### config.mk
export PLATFORM = sky130hd
export DESIGN_NAME = data_gen_multich
export DESIGN_NICKNAME = d
export VERILOG_FILES = /design/src/rtl/data_gen_pkg.sv /design/src/rtl/data_gen_lfsr16.sv /design/src/rtl/data_gen_multich.sv
export SDC_FILE = /design/constraint.sdc
export NUM_CORES = 1
export LEC_CHECK = 0
export CAP_MARGIN = 20
export CORE_MARGIN = 1
export CORE_UTILIZATION = 40
export CTS_CLUSTER_DIAMETER = 40
export CTS_CLUSTER_SIZE = 16
export DETAILED_ROUTE_END_ITERATION = 10
export PLACE_DENSITY = 0.69
export SETUP_SLACK_MARGIN = 0.2
export SLEW_MARGIN = 20
export SYNTH_ARGS = -nofsm -noshare
export SYNTH_HDL_FRONTEND = slang
export SYNTH_SLANG_ARGS = --single-unit
### constraint.sdc
create_clock -name clk -period 13.4 [get_ports clk]
set_input_delay 1.34 -clock clk [delete_from_list [all_inputs] [get_ports clk]]
set_output_delay 1.34 -clock clk [all_outputs]
set_load 0.05 [all_outputs]
### src/rtl/data_gen_pkg.sv
// Shared definitions for the multichannel synthetic ADC data generator.
// Holds the pattern-mode encodings, the line FSM state type, the LFSR seed
// and feedback taps, and the per-channel ramp offset.
package data_gen_pkg;

    typedef enum logic [1:0] {
        MODE_RAMP  = 2'd0,
        MODE_CONST = 2'd1,
        MODE_LFSR  = 2'd2,
        MODE_ECHO  = 2'd3
    } mode_e;

    typedef enum logic [1:0] {
        ST_IDLE = 2'd0,
        ST_ARM  = 2'd1,
        ST_RUN  = 2'd2,
        ST_DONE = 2'd3
    } state_e;

    localparam logic [15:0] LFSR_SEED = 16'hACE1;

    // Fibonacci form of x^16+x^14+x^13+x^11+1 with a right shift: the
    // polynomial exponents map to state bits 0, 2, 3 and 5.
    localparam logic [15:0] LFSR_TAPS = 16'h002D;

    localparam int RAMP_CH_STEP = 16;

    function automatic logic [15:0] lfsr_next(input logic [15:0] s);
        return {^(s & LFSR_TAPS), s[15:1]};
    endfunction

endpackage

### src/rtl/data_gen_lfsr16.sv
// 16-bit Fibonacci LFSR shared by all channels of the generator.
// Ports:
//   clk     - system clock
//   reset   - asynchronous active-high reset, state returns to the seed
//   load    - reload the seed (takes priority over advance)
//   advance - shift one step
//   state   - current LFSR contents
module data_gen_lfsr16
    import data_gen_pkg::*;
(
    input  logic        clk,
    input  logic        reset,
    input  logic        load,
    input  logic        advance,
    output logic [15:0] state
);

    logic [15:0] lfsr_q;
    logic [15:0] lfsr_d;

    always_comb begin
        lfsr_d = lfsr_q;
        if (load) begin
            lfsr_d = LFSR_SEED;
        end else if (advance) begin
            lfsr_d = lfsr_next(lfsr_q);
        end
    end

    always_ff @(posedge clk or posedge reset) begin
        if (reset) begin
            lfsr_q <= LFSR_SEED;
        end else begin
            lfsr_q <= lfsr_d;
        end
    end

    assign state = lfsr_q;

endmodule

### src/rtl/data_gen_multich.sv
// Multichannel synthetic ADC data generator. Each trigger produces one
// receive line of line_len samples on NUM_CH parallel offset-binary streams,
// using one of four patterns (ramp, constant, pseudo-random, delayed echo).
//
// Ports:
//   clk, reset  - system clock, asynchronous active-high reset
//   trig        - line start request (level-sampled in IDLE)
//   mode        - pattern select: 0 ramp, 1 const, 2 lfsr, 3 echo
//   line_len    - samples per line
//   const_val   - constant-mode sample value
//   echo_pos    - echo sample index on channel 0
//   echo_step   - additional echo delay per channel index
//   echo_amp    - echo sample value
//   data_out    - channel k at [k*DATA_W +: DATA_W], holds when not valid
//   data_valid  - data_out carries a new sample
//   line_done   - one-cycle pulse after the last sample
//   busy        - line in progress (ARM or RUN)
//   trig_miss   - one-cycle pulse for a trigger seen while busy
//
// state | meaning
// IDLE  | waiting for trig; line settings captured on acceptance
// ARM   | one cycle: clear sample index, reseed LFSR
// RUN   | one sample per cycle until line_len samples issued
// DONE  | one cycle: pulse line_done, then back to IDLE
module data_gen_multich
    import data_gen_pkg::*;
#(
    parameter int NUM_CH = 8,
    parameter int DATA_W = 12,
    parameter int CNT_W  = 12
) (
    input  logic                     clk,
    input  logic                     reset,
    input  logic                     trig,
    input  logic [1:0]               mode,
    input  logic [CNT_W-1:0]         line_len,
    input  logic [DATA_W-1:0]        const_val,
    input  logic [CNT_W-1:0]         echo_pos,
    input  logic [CNT_W-1:0]         echo_step,
    input  logic [DATA_W-1:0]        echo_amp,
    output logic [NUM_CH*DATA_W-1:0] data_out,
    output logic                     data_valid,
    output logic                     line_done,
    output logic                     busy,
    output logic                     trig_miss
);

    localparam int TGT_W = CNT_W + 5;
    localparam logic [DATA_W-1:0] MIDSCALE = {1'b1, {(DATA_W-1){1'b0}}};

    state_e state_q, state_d;

    // Shadow copies of the line settings, frozen for the whole line.
    mode_e              mode_q;
    logic [CNT_W-1:0]   len_q;
    logic [DATA_W-1:0]  cval_q;
    logic [CNT_W-1:0]   epos_q;
    logic [CNT_W-1:0]   estep_q;
    logic [DATA_W-1:0]  eamp_q;

    logic [CNT_W-1:0]   n_q, n_d;
    logic               latch;
    logic               lfsr_load;
    logic               lfsr_adv;
    logic [15:0]        lfsr_state;

    logic [NUM_CH*DATA_W-1:0] pattern;
    logic [NUM_CH*DATA_W-1:0] data_d;
    logic               valid_d;
    logic               done_d;
    logic               miss_d;

    // Sample index widened so ramp can take its low DATA_W bits even when
    // CNT_W is narrower than DATA_W.
    logic [CNT_W+15:0]  n_ext;
    assign n_ext = (CNT_W+16)'(n_q);

    data_gen_lfsr16 u_lfsr (
        .clk     (clk),
        .reset   (reset),
        .load    (lfsr_load),
        .advance (lfsr_adv),
        .state   (lfsr_state)
    );

    for (genvar k = 0; k < NUM_CH; k++) begin : g_ch
        localparam logic [DATA_W-1:0] RAMP_OFS = DATA_W'(RAMP_CH_STEP * k);
        localparam logic [DATA_W-1:0] CH_IDX   = DATA_W'(k);
        localparam logic [TGT_W-1:0]  CH_K     = TGT_W'(k);

        // Echo target computed wide enough that pos + k*step never wraps;
        // a target past the line end simply never matches n.
        logic [TGT_W-1:0]  echo_tgt;
        logic [DATA_W-1:0] samp;

        assign echo_tgt = TGT_W'(epos_q) + TGT_W'(estep_q) * CH_K;

        always_comb begin
            samp = n_ext[DATA_W-1:0] + RAMP_OFS;
            case (mode_q)
                MODE_RAMP:  samp = n_ext[DATA_W-1:0] + RAMP_OFS;
                MODE_CONST: samp = cval_q;
                MODE_LFSR:  samp = lfsr_state[DATA_W-1:0] ^ CH_IDX;
                MODE_ECHO:  samp = (TGT_W'(n_q) == echo_tgt) ? eamp_q : MIDSCALE;
                default:    samp = n_ext[DATA_W-1:0] + RAMP_OFS;
            endcase
        end

        assign pattern[k*DATA_W +: DATA_W] = samp;
    end

    always_comb begin
        state_d   = state_q;
        n_d       = n_q;
        latch     = 1'b0;
        lfsr_load = 1'b0;
        lfsr_adv  = 1'b0;
        data_d    = data_out;
        valid_d   = 1'b0;
        done_d    = 1'b0;
        miss_d    = 1'b0;
        case (state_q)
            ST_IDLE: begin
                if (trig) begin
                    latch   = 1'b1;
                    state_d = ST_ARM;
                end
            end
            ST_ARM: begin
                miss_d    = trig;
                n_d       = '0;
                lfsr_load = 1'b1;
                state_d   = (len_q == '0) ? ST_DONE : ST_RUN;
            end
            ST_RUN: begin
                miss_d   = trig;
                valid_d  = 1'b1;
                data_d   = pattern;
                lfsr_adv = 1'b1;
                n_d      = n_q + CNT_W'(1);
                if (n_q == len_q - CNT_W'(1)) begin
                    state_d = ST_DONE;
                end
            end
            ST_DONE: begin
                // trig here is deliberately neither accepted nor flagged.
                done_d  = 1'b1;
                state_d = ST_IDLE;
            end
            default: begin
                state_d = ST_IDLE;
            end
        endcase
    end

    always_ff @(posedge clk or posedge reset) begin
        if (reset) begin
            state_q    <= ST_IDLE;
            n_q        <= '0;
            data_out   <= '0;
            data_valid <= 1'b0;
            line_done  <= 1'b0;
            trig_miss  <= 1'b0;
        end else begin
            state_q    <= state_d;
            n_q        <= n_d;
            data_out   <= data_d;
            data_valid <= valid_d;
            line_done  <= done_d;
            trig_miss  <= miss_d;
        end
    end

    always_ff @(posedge clk or posedge reset) begin
        if (reset) begin
            mode_q  <= MODE_RAMP;
            len_q   <= '0;
            cval_q  <= '0;
            epos_q  <= '0;
            estep_q <= '0;
            eamp_q  <= '0;
        end else if (latch) begin
            mode_q  <= mode_e'(mode);
            len_q   <= line_len;
            cval_q  <= const_val;
            epos_q  <= echo_pos;
            estep_q <= echo_step;
            eamp_q  <= echo_amp;
        end
    end

    assign busy = (state_q == ST_ARM) || (state_q == ST_RUN);

endmodule

==> run_1/m1.png <==
The bar under the picture is 50 um long. Supply wires on this layer in grey.
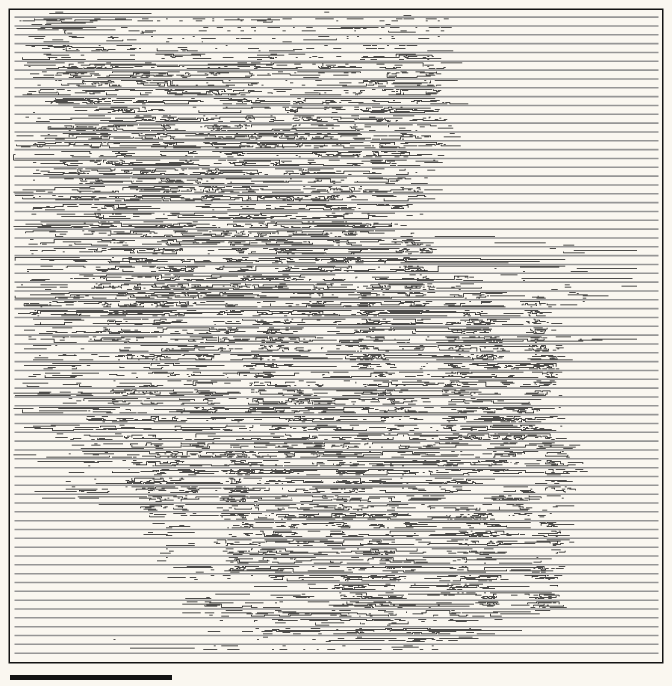
The wires run mostly horizontal. The layer holds 41% of the routed length. The longest straight run is 66.2 um.

==> run_1/m2.png <==
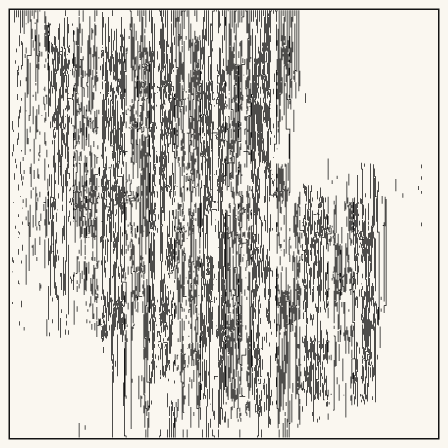
The layer carries 23.7 mm of wire. The layer holds 47% of the routed length. The longest straight run is 83.5 um. 1,772 nets have wire on it.

==> run_1/m3.png <==
The bar under the picture is 50 um long.
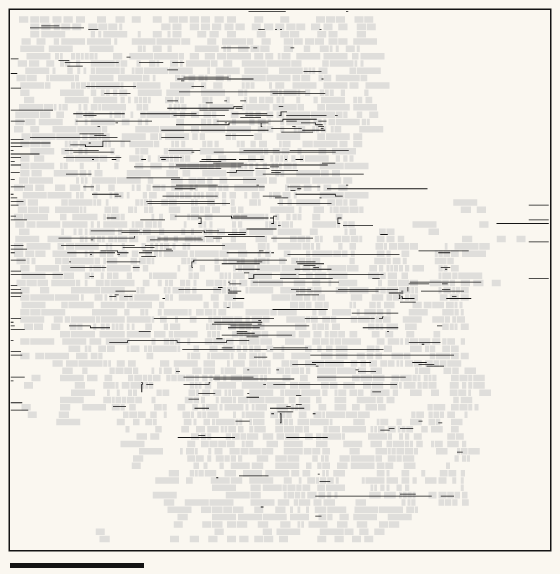
The layer carries 3,430 um of wire. 214 nets have wire on it. The longest straight run is 56.1 um.

run 1: layer usage:
layer	vias to the layer above	GRT usage, %	wire length, um
met1	6887	32.5	20700
met4	0	11.5	2160
met5	-	0	0
li1	6421	-	-
met3	118	3.70	3430
met2	579	41.4	23700
run 1: flip-flops by register name (all words and copies together), names as in the netlist:
signal,flops
data_out,96
u_lfsr.state,16
cval_q,12
eamp_q,12
epos_q,12
estep_q,12
len_q,12
n_q,12
mode_q,2
state_q,2
data_valid,1
line_done,1
trig_miss,1
run 1: tightest hold or removal path, delay by kind of cell (launching register included):
family,cells,cell delay [ns]
AOI/OAI and AO/OA,1,0.06
buffers and inverters,1,0.06
DFF,1,0.36
run 1: layout by cell type, fill, tap and decap left out, types with 17 or more instances in the layout:
master and n:
inv_1 93, nand3_1 35, nor4_1 17, a211oi_1 24
xor2_1 58, nor3_1 25, fa_1 48, nand2_1 106
and3_1 18, nor2_1 124, ha_1 128, clkdlybuf4s50_1 164
xnor2_1 145, a21o_1 20, o21ai_0 94, clkbuf_16 17
buf_4 21, nand2b_1 21, o22ai_1 28, a21oi_1 144
mux2_2 64, dfrtp_1 183
run 1: cell type report:
class	instances	share of cell area (%)
flip-flops and latches	191	25.8
repair buffers	185	9.70
inverters	94	1.94
clock buffers	20	2.41
multi-input cells	1351	55.7
clock inverters	12	0.917
well taps	518	3.49
run 1: kinds of logic (layout without fill, tap and decap cells):
family          Yosys count  after routing  share of synthesized area [%]
simple gates            433            433                           13.5
fa+ha+maj               177            177                           16.3
compound gates          465            465                           19.0
buf+inv                 178            311                           4.43
xor+xnor                204            204                           11.3
flops                   191            191                           30.3
mux                      72             72                           5.07
run 1: metrics by stage:
| stage | std cells |
|---|---|
| after floorplan | 1720 |
| after global placement | 2339 |
| after detailed placement | 2339 |
| after CTS | 2371 |
| after global routing | 2371 |
| final | 2371 |
run 1: path summary, 6_finish.rpt:
check | end | cells past startpoint
max in group asynchronous | epos_q[8] | 3
max reg2reg | data_out[83] | 16
min | u_lfsr.state[13] | 2
min in group asynchronous | len_q[7] | 2
min reg2reg | u_lfsr.state[13] | 2
max | data_out[83] | 16
==> results.json, run 1 <==
{
  "path_max_fanout": 16,
  "synthTopCellsByCount": "dfrtp_1, xnor2_1, a21oi_1",
  "drt_pass1_iterations": 5,
  "crit_path_max_incr_delay_ns": 0.81,
  "fin_setup_tns_ns": 0,
  "worstPathCellList": "ha_1 -> inv_1 -> fa_1 -> nor2b_1 -> o31a_1 -> a21oi_1 -> ha_1 -> a2111oi_0 -> o21ai_0 -> a221oi_1 -> xnor2_1 -> nand4_1 -> a2111oi_2 -> o211ai_1 -> buf_4 -> o31a_1",
  "ys_seq_share_pct": 30.3,
  "worst_slack_ns": 8.49,
  "finalCritPeriodShare_pct": 36.6,
  "worstSetupStartpointType": "flip-flop",
  "fin_nets": 2082,
  "rrSetupSlack_ns": 8.49,
  "cts_max_level": 4,
  "status": "completed",
  "cts_buffers": 17,
  "antenna_cells": 0,
  "row_count": 72,
  "yosysWarnings": 0,
  "path_class": "flip-flop to flip-flop",
  "nFillCells": 3603,
  "area_delta_synth_final_pct": 17.4,
  "seqCellArea_um2": 4790,
  "fp_nets": 1962,
  "top_cell": "dfrtp_1",
  "utilization_pct": 47.8,
  "drt_iter0_drc": 1297,
  "avgSynthCellArea_um2": 9.19,
  "slew_headroom_pct": 32.7,
  "ys_area_um2": 15800,
  "wire_per_inst_um": 21.1,
  "clk_pin_slew_worst_paths_ns": 0.08,
  "finalMaxSlewViolations": 0,
  "async_flop_share_pct": 100,
  "flop_cell": "dfrtp_1",
  "final-setup-viol-count": 0,
  "timing.rr.start": "estep_q[1]",
  "rsz0062_at_grt": "false",
  "arrival_ns": 5.26,
  "initCoreUtil_pct": 40.7,
  "grt_pass1_vias": 13862,
  "dp_slack_ns": 8.52,
  "grt_max_degree": 118,
  "comb_area_um2": 10300,
  "crit_path_end_kind": "flip-flop",
  "final_layout_size_suffix_gt1_share_pct": 8.31,
  "synth_cells": 1720,
  "io_buffers": 164,
  "io_pins": 165,
  "cp_slowest_cell": "dfrtp_1",
  "cts_root_buffer": "clkbuf_16",
  "cp.buffers_inverters": 2,
  "cts_buffer_depth": 2,
  "cts_hold_buf": 0,
  "skew_ns": 0.0114,
  "hold_start": "u_lfsr.state[14]",
  "fin_hold_ws_ns": 0.484,
  "syn-cell-area_um2": 15800,
  "fmax_mhz": 204,
  "drc": 0,
  "required_ns": 13.75,
  "cp-startpoint": "estep_q[1]",
  "edf_count": 0,
  "top_area_cell": "dfrtp_1",
  "placed_cell_area_um2": 17900,
  "worst_slew_pin_slew_ns": 1.01,
  "period_needed_ns": 4.91,
  "grt_usage_pct": 25.1,
  "synthTopCellsByArea": "dfrtp_1, ha_1, xnor2_1, fa_1, a21oi_1",
  "antenna_left": 0,
  "clkLatencyLatePin_ns": 0.46,
  "core_area_um2": 38800,
  "top_area_share_pct": 29.0,
  "gp_congestion": 0.927,
  "synth_flop_count": 191,
  "vias_per_cell": 5.91,
  "die-height_um": 201,
  "dieArea_um2": 40300,
  "maxCapViolations": 0,
  "hold_violations": 0,
  "antenna_found_initial": 0,
  "die_x_um": 201,
  "drt_wl_total_um": 50000,
  "yosys_cells": 1720,
  "path_delay_family": "AND-OR/OR-AND gates",
  "hpwl_um": 36000,
  "post-cts-setup-buffers": 0
}
==> run_1/m4.png <==
Supply wires on this layer in grey.
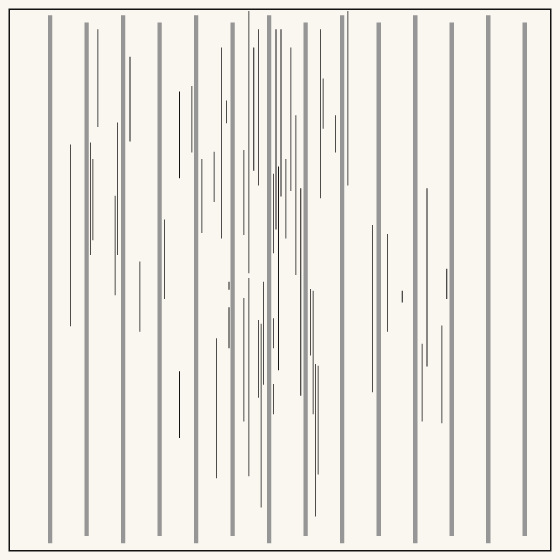

## Run 2: what changed since run 1
--- a/config.mk
+++ b/config.mk
@@ -11,7 +11,7 @@
 export CTS_CLUSTER_DIAMETER = 40
 export CTS_CLUSTER_SIZE = 16
 export DETAILED_ROUTE_END_ITERATION = 10
-export PLACE_DENSITY = 0.69
+export PLACE_DENSITY = 0.71
 export SETUP_SLACK_MARGIN = 0.2
 export SLEW_MARGIN = 20
 export SYNTH_ARGS = -nofsm -noshare
==> constraint.sdc (replaced) <==
create_clock -name clk -period 4 [get_ports clk]
set_input_delay 0.4 -clock clk [delete_from_list [all_inputs] [get_ports clk]]
set_output_delay 0.4 -clock clk [all_outputs]
set_load 0.05 [all_outputs]
==> run_2/m4.png <==
Supply wires on this layer in grey.
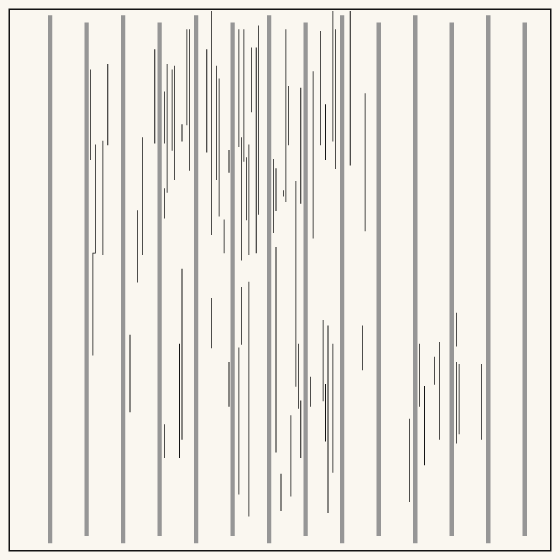
The layer holds 4.9% of the routed length. The wires run mostly vertical.

==> results.json, run 2 <==
{
  "flop_cell": "dfrtp_1",
  "crit_path_end_kind": "flip-flop",
  "final-setup-viol-count": 0,
  "dp_slack_ns": -0.225,
  "drt_iter0_drc": 1316,
  "synthTopCellsByArea": "dfrtp_1, ha_1, xnor2_1, fa_1, a21oi_1",
  "wire_per_inst_um": 21.8,
  "cts_buffers": 17,
  "cts_buffer_depth": 2,
  "worst_slack_ns": 0.0378,
  "skew_ns": 0.0134,
  "cts_hold_buf": 0,
  "yosys_cells": 1720,
  "synth_cells": 1720,
  "cp_slowest_cell": "dfrtp_1",
  "hold_violations": 0,
  "clk_pin_slew_worst_paths_ns": 0.08,
  "path_delay_family": "AND-OR/OR-AND gates",
  "worstSetupStartpointType": "flip-flop",
  "core_area_um2": 38800,
  "worst_slew_pin_slew_ns": 0.983,
  "nFillCells": 3471,
  "synthAoiAreaFrac_pct": 19.0,
  "drc": 0,
  "fin_nets": 2200,
  "path_class": "flip-flop to flip-flop",
  "initCoreUtil_pct": 40.7,
  "hpwl_um": 39800,
  "gp_congestion": 0.955,
  "drt_pass1_iterations": 7,
  "status": "completed",
  "path_max_fanout": 7,
  "syn-cell-area_um2": 15800,
  "period_needed_ns": 3.96,
  "crit_path_max_incr_delay_ns": 0.52,
  "async_flop_share_pct": 100,
  "maxCapViolations": 0,
  "adder_share_pct": 16.3,
  "grt_max_degree": 123,
  "vias_per_cell": 5.85,
  "grt_pass1_vias": 14726,
  "grt_usage_pct": 26.6,
  "die-height_um": 201,
  "drt_wl_total_um": 54200,
  "simple_gate_area_share_pct": 13.5,
  "slew_headroom_pct": 34.5,
  "area_delta_synth_final_pct": 27.7,
  "cts_max_level": 4,
  "top_area_share_pct": 29.0,
  "finalCritPeriodShare_pct": 99.1,
  "clkLatencyLatePin_ns": 0.47,
  "edf_count": 0,
  "synthTopCellsByCount": "dfrtp_1, xnor2_1, a21oi_1",
  "cp.buffers_inverters": 5,
  "top_area_cell": "dfrtp_1",
  "antenna_left": 0,
  "dieArea_um2": 40300,
  "avgSynthCellArea_um2": 9.19,
  "xor_share_pct": 11.3,
  "ys_seq_share_pct": 30.3,
  "cts_root_buffer": "clkbuf_16",
  "required_ns": 4.32,
  "top_register": "data_out",
  "worstPathCellList": "ha_4 -> a21oi_2 -> o21ai_4 -> a21oi_1 -> xnor2_1 -> ha_2 -> a2111oi_4 -> o21ai_2 -> a221oi_2 -> buf_4 -> buf_4 -> buf_6 -> o21ai_1 -> and3b_1 -> o211ai_1 -> buf_6 -> buf_6 -> a31oi_4",
  "finalMaxSlewViolations": 0,
  "logic_family": "AND-OR/OR-AND gates",
  "rsz0062_at_grt": "true",
  "fin_setup_tns_ns": 0,
  "fp_nets": 1962,
  "antenna_found_initial": 3,
  "layout_top_cells": "dfrtp_1, clkdlybuf4s50_1, xnor2_1, a21oi_1, nor2_1",
  "fmax_mhz": 252,
  "yosysWarnings": 0,
  "synth_cell_types": 81,
  "ys_area_um2": 15800,
  "largest_reg_flops": 96,
  "synth.area.mux_share_pct": 5.07,
  "io_pins": 165,
  "die_x_um": 201,
  "arrival_ns": 4.29,
  "final_layout_size_suffix_gt1_share_pct": 18.5,
  "io_buffers": 164,
  "layout_top_cell": "dfrtp_1",
  "synth_flop_count": 191
}
==> run 2: cell counts after synthesis <==
Identical to the previous run, type by type.
==> run 2: path summary, 6_finish.rpt <==
path	slack, ns	from	cells past startpoint	endpoint
min	0.29	reset	2	len_q[9]
min reg2reg	0.49	data_out[9]	1	data_out[9]
max	0.04	estep_q[5]	18	data_out[77]
max in group asynchronous	2.66	reset	3	data_out[68]
min in group clk	0.49	data_out[9]	1	data_out[9]
max reg2reg	0.04	estep_q[5]	18	data_out[77]
==> run 2: metal layers <==
metal,wire (um),GRT usage (%)
met5,0,0
met4,2650,13.2
met3,3420,3.33
met2,25600,44.0
met1,22600,34.4
==> run 2: final cells by class <==
type | count | area [um2] | share of cell area (%)
Multi-Input combinational cell | 1351 | 10900 | 54.2
Sequential cell | 191 | 4800 | 23.8
Timing Repair Buffer | 303 | 2850 | 14.1
Tap cell | 518 | 648 | 3.21
Clock buffer | 18 | 429 | 2.13
Inverter | 94 | 357 | 1.77
Clock inverter | 14 | 148 | 0.732
Antenna cell | 2 | 5.00 | 0.0248
==> run 2: stage by stage <==
| step | std cells | util (%) | hold WS [ns] | cell area (um2) |
|---|---|---|---|---|
| global route | 2491 | 52.0 | 0.337 | 20200 |
| finish | 2491 | 52.0 | 0.294 | 20200 |
| floorplan | 1720 | - | 0.450 | 15800 |
| detailed placement | 2426 | 48.1 | 0.468 | 18700 |
| global placement | 2426 | 48.1 | 0.460 | 18700 |
| CTS | 2469 | 50.3 | 0.298 | 19500 |
==> run 2: kinds of logic (layout without fill, tap and decap cells) <==
logic type | count (synthesis) | count (layout)
buffers and inverters | 178 | 429
xor gates and xnor gates | 204 | 204
adders and majority gates | 177 | 177
other | 0 | 2
muxes | 72 | 72
DFF | 191 | 191
and+or+nand+nor | 433 | 433
AOI/OAI and AO/OA | 465 | 465
==> run 2: timing repair <==
| action | 4_1_cts | 5_1_grt |
|---|---|---|
| cloned | 0 | 2 |
| setup endpoints to repair | 40 | 58 |
| setup buffers | 11 | 18 |
| hold endpoints to repair | 0 | 0 |
| resized | 55 | 89 |
| pin swaps | 31 | 37 |
==> run 2: worst reg2reg max path, cell delays in order (launching register included) <==
cell and delay, ns:
dfrtp_1 0.52, ha_4 0.28, a21oi_2 0.23, o21ai_4 0.11, a21oi_1 0.16, xnor2_1 0.15, ha_2 0.35, a2111oi_4 0.35
o21ai_2 0.13, a221oi_2 0.30, buf_4 0.16, buf_4 0.10, buf_6 0.08, o21ai_1 0.05, and3b_1 0.19, o211ai_1 0.24
buf_6 0.20, buf_6 0.15, a31oi_4 0.08
==> run_2/m1.png <==
The bar under the picture is 50 um long. Supply wires on this layer in grey.
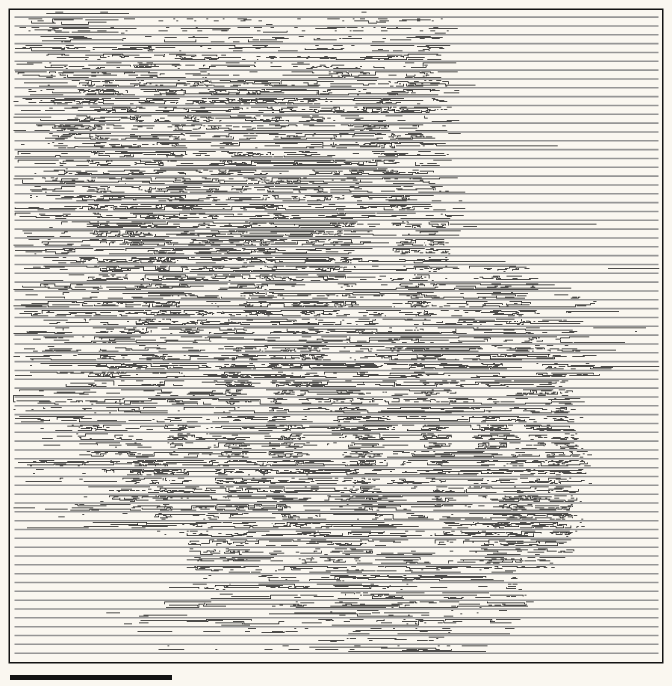

## Run 3: what changed since run 2
--- a/config.mk
+++ b/config.mk
@@ -12,8 +12,9 @@
 export CTS_CLUSTER_SIZE = 16
 export DETAILED_ROUTE_END_ITERATION = 10
 export PLACE_DENSITY = 0.71
-export SETUP_SLACK_MARGIN = 0.2
+export SETUP_SLACK_MARGIN = 0.15
 export SLEW_MARGIN = 20
 export SYNTH_ARGS = -nofsm -noshare
 export SYNTH_HDL_FRONTEND = slang
 export SYNTH_SLANG_ARGS = --single-unit
+export TNS_END_PERCENT = 5
==> run_3/m1.png <==
The bar under the picture is 50 um long. Supply wires on this layer in grey.
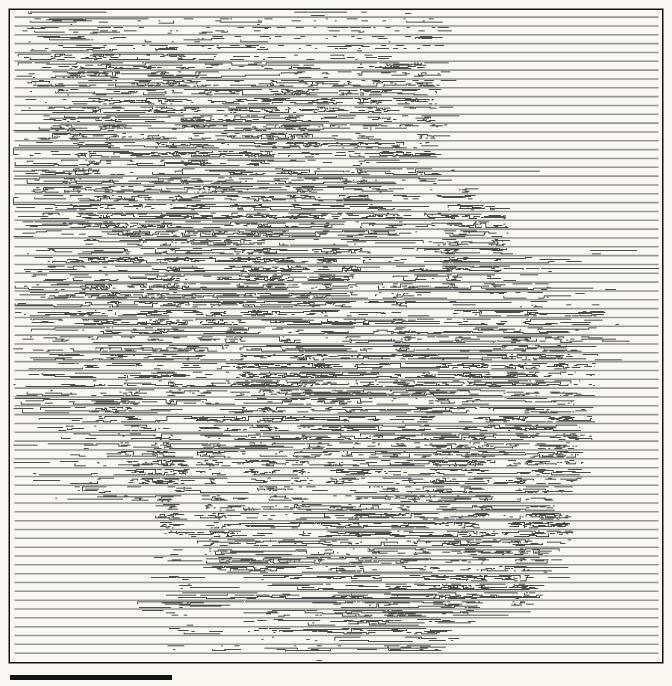
Vias: 14.6k
final wirelength: 53,400 um
met1 Use GR: 34.1%

==> results.json, run 3 <==
{
  "slew_headroom_pct": 34.0,
  "wire_per_inst_um": 21.6,
  "cts_root_buffer": "clkbuf_16",
  "cts_buffer_depth": 2,
  "crit_path_end_kind": "flip-flop",
  "antenna_found_initial": 1,
  "synth_cell_types": 81,
  "async_flop_share_pct": 100,
  "fin_setup_tns_ns": 0,
  "syn-cell-area_um2": 15800,
  "edf_count": 0,
  "io_pins": 165,
  "grt_usage_pct": 26.5,
  "layout_top_cell": "dfrtp_1",
  "synth_cells": 1720,
  "path_class": "flip-flop to flip-flop",
  "finalCritPeriodShare_pct": 99.7,
  "skew_ns": 0.0218,
  "hpwl_um": 40000,
  "layout_top_cells": "dfrtp_1, clkdlybuf4s50_1, xnor2_1, a21oi_1, ha_1",
  "largest_reg_flops": 96,
  "finalMaxSlewViolations": 0,
  "grt_pass1_vias": 14504,
  "timing.rr.start": "estep_q[1]",
  "dp_slack_ns": -0.100,
  "die-height_um": 201,
  "cp-startpoint": "estep_q[1]",
  "gp_congestion": 1.02,
  "fin_nets": 2186,
  "cts_hold_buf": 0,
  "initCoreUtil_pct": 40.7,
  "antenna_left": 0,
  "clkLatencyLatePin_ns": 0.46,
  "dieArea_um2": 40300,
  "synthTopCellsByCount": "dfrtp_1, xnor2_1, a21oi_1",
  "ys_area_um2": 15800,
  "final-setup-viol-count": 0,
  "top_register": "data_out",
  "status": "completed",
  "core_area_um2": 38800,
  "cts_max_level": 4,
  "comb_area_um2": 10600,
  "drt_iter0_drc": 1214,
  "path_max_fanout": 12,
  "clk_pin_slew_worst_paths_ns": 0.08,
  "worst_slew_pin_slew_ns": 0.980,
  "area_delta_synth_final_pct": 24.5,
  "top_area_cell": "dfrtp_1",
  "fp_nets": 1962,
  "synthTopCellsByArea": "dfrtp_1, ha_1, xnor2_1, fa_1, a21oi_1",
  "yosysWarnings": 0,
  "worstSetupStartpointType": "flip-flop",
  "io_buffers": 164,
  "vias_per_cell": 5.89,
  "arrival_ns": 4.32,
  "hold_violations": 0,
  "die_x_um": 201,
  "top_area_share_pct": 29.0,
  "maxCapViolations": 0,
  "drc": 0
}
run 3: cell counts after synthesis:
No cell type changed its count.
run 3: final cells by class:
type	count	share of cell area [%]
clock inverter	13	0.833
multi-input combinational	1351	53.8
timing repair buffer	289	13.6
sequential	191	24.4
tap	518	3.29
inverter	94	1.81
clock buffer	19	2.20
run 3: timing repair:
action | CTS | global route
pin swaps | 5 | 19
setup endpoints to repair | 53 | 62
gates resized | 18 | 57
setup buffers | 0 | 3
run 3: stage by stage:
| step | area (um2) | hold slack [ns] | std cells |
|---|---|---|---|
| after detailed placement | 18800 | 0.469 | 2440 |
| after CTS | 19400 | 0.493 | 2472 |
| after global placement | 18800 | 0.462 | 2440 |
| after floorplan | 15800 | 0.450 | 1720 |
| final | 19700 | 0.476 | 2475 |
| after global routing | 19700 | 0.501 | 2475 |
run 3: metal layers:
metal / wire length, um / part of all wire (%) / up-vias / track usage [%]
met3: 3880 / 7.3 / 145 / 4.45
met4: 2690 / 5.0 / 2 / 13.8
met1: 22000 / 41 / 7134 / 34.1
li1: - / - / 6622 / -
met5: 17 / 0.032 / - / 0
met2: 24800 / 46 / 664 / 42.7
run 3: critical path: stages (launching register included):
cell and delay, ns:
dfrtp_2 0.44, buf_12 0.15, buf_4 0.14, ha_1 0.30, fa_1 0.46, ha_1 0.31, nor2b_1 0.14, o2111ai_1 0.31
a31oi_2 0.16, nor2_1 0.21, xnor2_1 0.16, o2111ai_1 0.13, or4_1 0.44, buf_6 0.20, o31a_1 0.30
run 3: cells by family after synthesis:
kind of cell	after synthesis	share of synthesized area [%]
adders and majority gates	177	16.3
muxes	72	5.07
buffers and inverters	178	4.43
and+or+nand+nor	433	13.5
DFF	191	30.3
AOI/OAI and AO/OA	465	19.0
xor gates and xnor gates	204	11.3
run 3: final timing paths:
| check | endpoint | slack [ns] | depth (start not counted) |
|---|---|---|---|
| worst max-delay path | data_out[71] | 0.01 | 14 |
| worst min-delay path | len_q[3] | 0.48 | 2 |
| worst max register to register | data_out[71] | 0.01 | 14 |
| worst min register to register | data_out[3] | 0.49 | 1 |
| max in group asynchronous | data_out[73] | 2.60 | 3 |
| min in group clk | data_out[3] | 0.49 | 1 |
